Design ysyx_22041207_wb_stage, sky130hd; sources not shown.
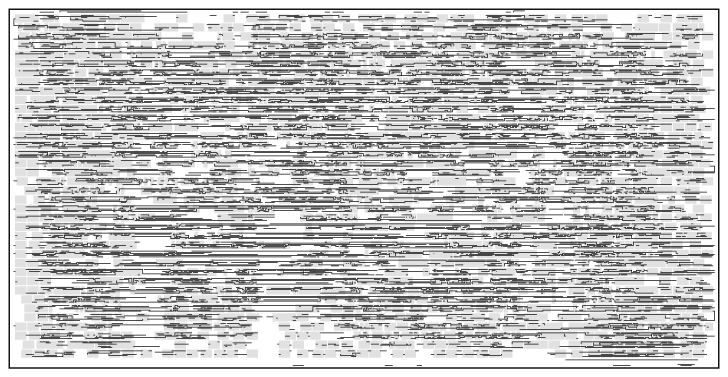
(run_1/met1.png)
longest straight run	85.6 um
share of all routed wire	41%
wire length on this layer	20.9 mm
nets with wire on the layer	1897
main direction	horizontal
routed wire length: 51.5 mm
grt met1 use: 60.9%

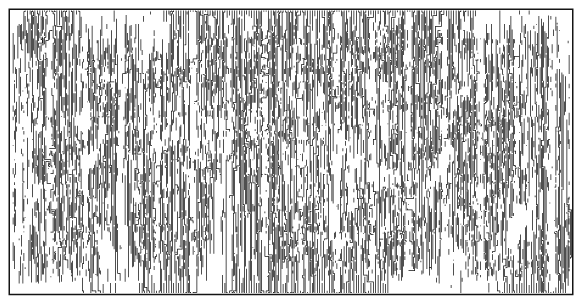
(run_1/met2.png)
share of all routed wire	43%
main direction	vertical
wire length on this layer	22.3 mm
longest straight run	72.8 um
total number of vias: 13560
met2 Usage GRT: 66.9%

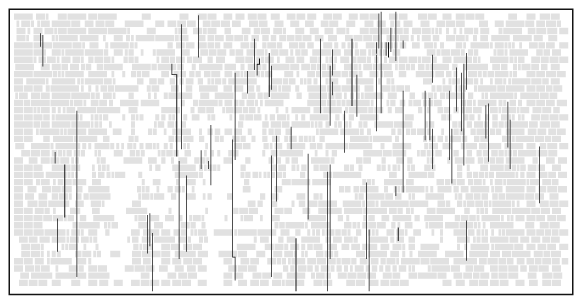
(run_1/met4.png)
nets with wire on the layer	61
wire length on this layer	1340 um

==> flow_summary.toml, run 1 <==
# flow metrics
[hold_path]
hp-class = "reg -> reg"

[grt]
antenna_found_initial = 3
grt_overflow = 0
grt_pass1_wl_mm = 75.5
grt_start_max_net_pins = 81

[run]
drv_cap = 0
warnings = 26

[synth]
ys_chip_area_um2 = 10800
yosys.stat.seqShare_pct = 28.1
synth_top_area_share_pct = 28.1
area_leaders = "dfxtp_1 28%, nand2_1 6.6%, mux2i_1 6.6%, nor2_1 5.1%, a21oi_1 3.6%"
xor_share_pct = 3.31
top_logic_kind = "simple AND/OR/NAND/NOR gates"
synth_flops = 152
synthCells = 1412

[finish]
seq_share_pct = 19.5
seq_cells = 152
fillerInstances = 1658
design_area_um2 = 15600
clock_area_share_pct = 3.91
nMultiInputCombCells = 1113
final_core_util_pct = 72.1
layoutNonFillerInstCount = 2055
drive_above_1_share_pct = 7.81
final_cell_mix = "412 x clkdlybuf4s50_1, 191 x nand2_1, 150 x dfxtp_1, 144 x nor2_1, 78 x a21oi_1"
buffers_excl_clock = 439

[route]
dr.pass1.iters = 6
wire_per_inst_um = 25.1
wl_met1_mm = 20.9
drc_errors = 0
viasPerCell = 6.60
routed-wl-met3_mm = 6.96

[placed_design]
gp_congestion = 1.04

[die]
dieArea_um2 = 22800
chipWidth_um = 212

[power_and_ir_drop]
p_sw_uw = 1040
top_power_group = "the clock network"
power.density_nw_per_um2 = 209
p_int_uw = 2230

[clock_network]
h-tree-depth = 4
clk_pin_slew_ns = 0.07
clock_latency_ns = 0.45

[timing]
fin_ws_ns = 1.89
fmax_ghz = 0.258
layout_min_cycle_time_ns = 3.87

[run_status]
status = "completed"
[run 1: cells in the mapped netlist, drive strengths merged, types with 33 or more instances]
library cell,instances
a2bb2oi,35
mux2i,71
clkbuf,93
o21ai,67
nor2,147
a22oi,38
mux2,33
dfxtp,152
a21oi,78
buf,36
nand4,35
nand2,191
nand3,50
[run 1: critical path, stage by stage]
cell	delay, ns
clkdlybuf4s50_1	0.41
buf_4	0.26
nor2_1	0.58
nand2_1	0.36
nand3_1	0.80
buf_4	0.41
o21ai_0	0.17
a221oi_1	0.35
nor2_1	0.10
[run 1: routing by layer]
layer  vias up  track usage [%]
met2      1062             66.9
met5         -                0
met3       141             12.1
met4         2             12.4
met1      6473             60.9
li1       5882                -
==> run_1/final_congestion.png <==
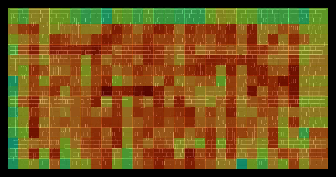

==> run 2: changes to the inputs <==
CORE_UTILIZATION = 45   (was 49)
clock period = 3.8 ns   (was 5.76 ns; I/O delays follow)
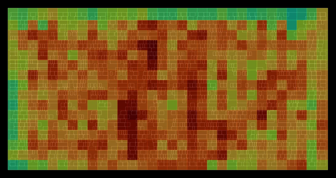
(run_2/final_congestion.png)
met2 Usage GRT: 66.1%
Wirelength per Cell: 25.9 um
gr busiest metal: met2
Layout Utilization: 68.4%

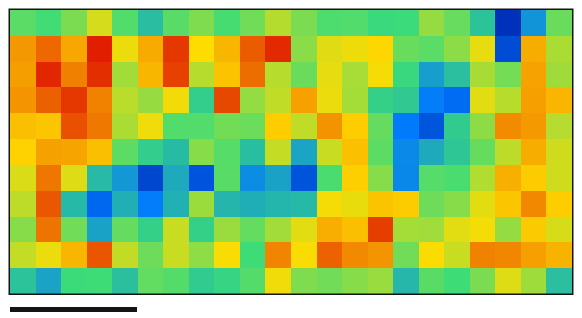
(run_2/density.png)
Bar = 50 um. The die is cut into 22 by 11 equal tiles; dark blue is low, red is high, 0 to 100% covered.
densest ninth of the die	upper left
fullest tile	97%
mean over tiles	63%
tiles over 75% full	28%
fp_density: 46.7%
Core Region: 23200 um^2

==> run 2 against run 1 <==
  * Die size is 8.8% higher
  * Power is 51% higher
  * First-iteration DRC count down 1.5%
  * Register-to-register slack lost 1.5 ns
  * Largest cell class unchanged
==> flow_summary.toml, run 2 <==
# flow metrics
[power_and_ir_drop]
p_int_uw = 3330
p_sw_uw = 1610

[die]
dieArea_um2 = 24800

[timing]
fmax_ghz = 0.303
fin_ws_ns = 0.499

[finish]
layoutNonFillerInstCount = 2094
seq_share_pct = 19.2
design_area_um2 = 15900
final_cell_mix = "412 x clkdlybuf4s50_1, 191 x nand2_1, 150 x dfxtp_1, 144 x nor2_1, 78 x a21oi_1"
seq_cells = 152
nMultiInputCombCells = 1113
buffers_excl_clock = 468
clock_area_share_pct = 3.80

[grt]
grt_start_max_net_pins = 44
global_route.usage.met1_pct = 57.1

[worst_setup_path]
path_cells = "buf_4, mux2i_1, nand2_1, a32oi_1, o221ai_1, a211oi_1, nor2_1"
max_stage_delay_ns = 0.67
path_delay_family = "AND-OR/OR-AND gates"

[synth]
top_logic_kind = "simple AND/OR/NAND/NOR gates"
xor_share_pct = 3.31
synth_flops = 152
most_common_cell = "nand2_1"
area_leaders = "dfxtp_1 28%, nand2_1 6.6%, mux2i_1 6.6%, nor2_1 5.1%, a21oi_1 3.6%"
common_cells = "191 x nand2_1, 152 x dfxtp_1, 146 x nor2_1"

[clock_network]
clock_latency_ns = 0.44
clk_pin_slew_ns = 0.07

[run]
warnings = 26
drv_cap = 0

[run_status]
status = "completed"
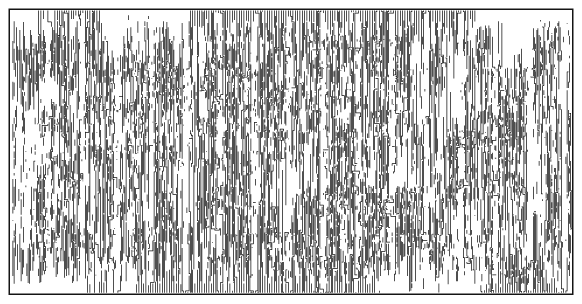
(run_2/met2.png)
share of all routed wire	44%
nets with wire on the layer	1873
longest straight run	56.4 um
wire length on this layer	23.7 mm
routed wire length: 54.3 mm
total number of vias: 13709

==> run 2: power groups by stage <==
stage | clock network [uW] | logic, uW | registers, uW
floorplan | 0 | 633 | 1800
global route | 1860 | 1520 | 1700
finish | 1780 | 1460 | 1700
detailed placement | 0 | 1410 | 1730
global placement | 0 | 1380 | 1730
CTS | 1780 | 1420 | 1700
==> run 2: worst reg2reg max path: stages, from the launching register on <==
cell and delay (ns):
dfxtp_2 0.52, buf_4 0.52, mux2i_1 0.37, nand2_1 0.09
a32oi_1 0.67, o221ai_1 0.27, a211oi_1 0.48, nor2_1 0.09
==> run 2: routing by layer <==
| layer | up-vias | share of wire (%) |
|---|---|---|
| met4 | 2 | 3.2 |
| met2 | 1039 | 44 |
| li1 | 5938 | - |
| met1 | 6579 | 40 |
| met3 | 151 | 13 |
| met5 | - | 0.024 |
No activity file was given, so power comes from the tool's default toggle rates.
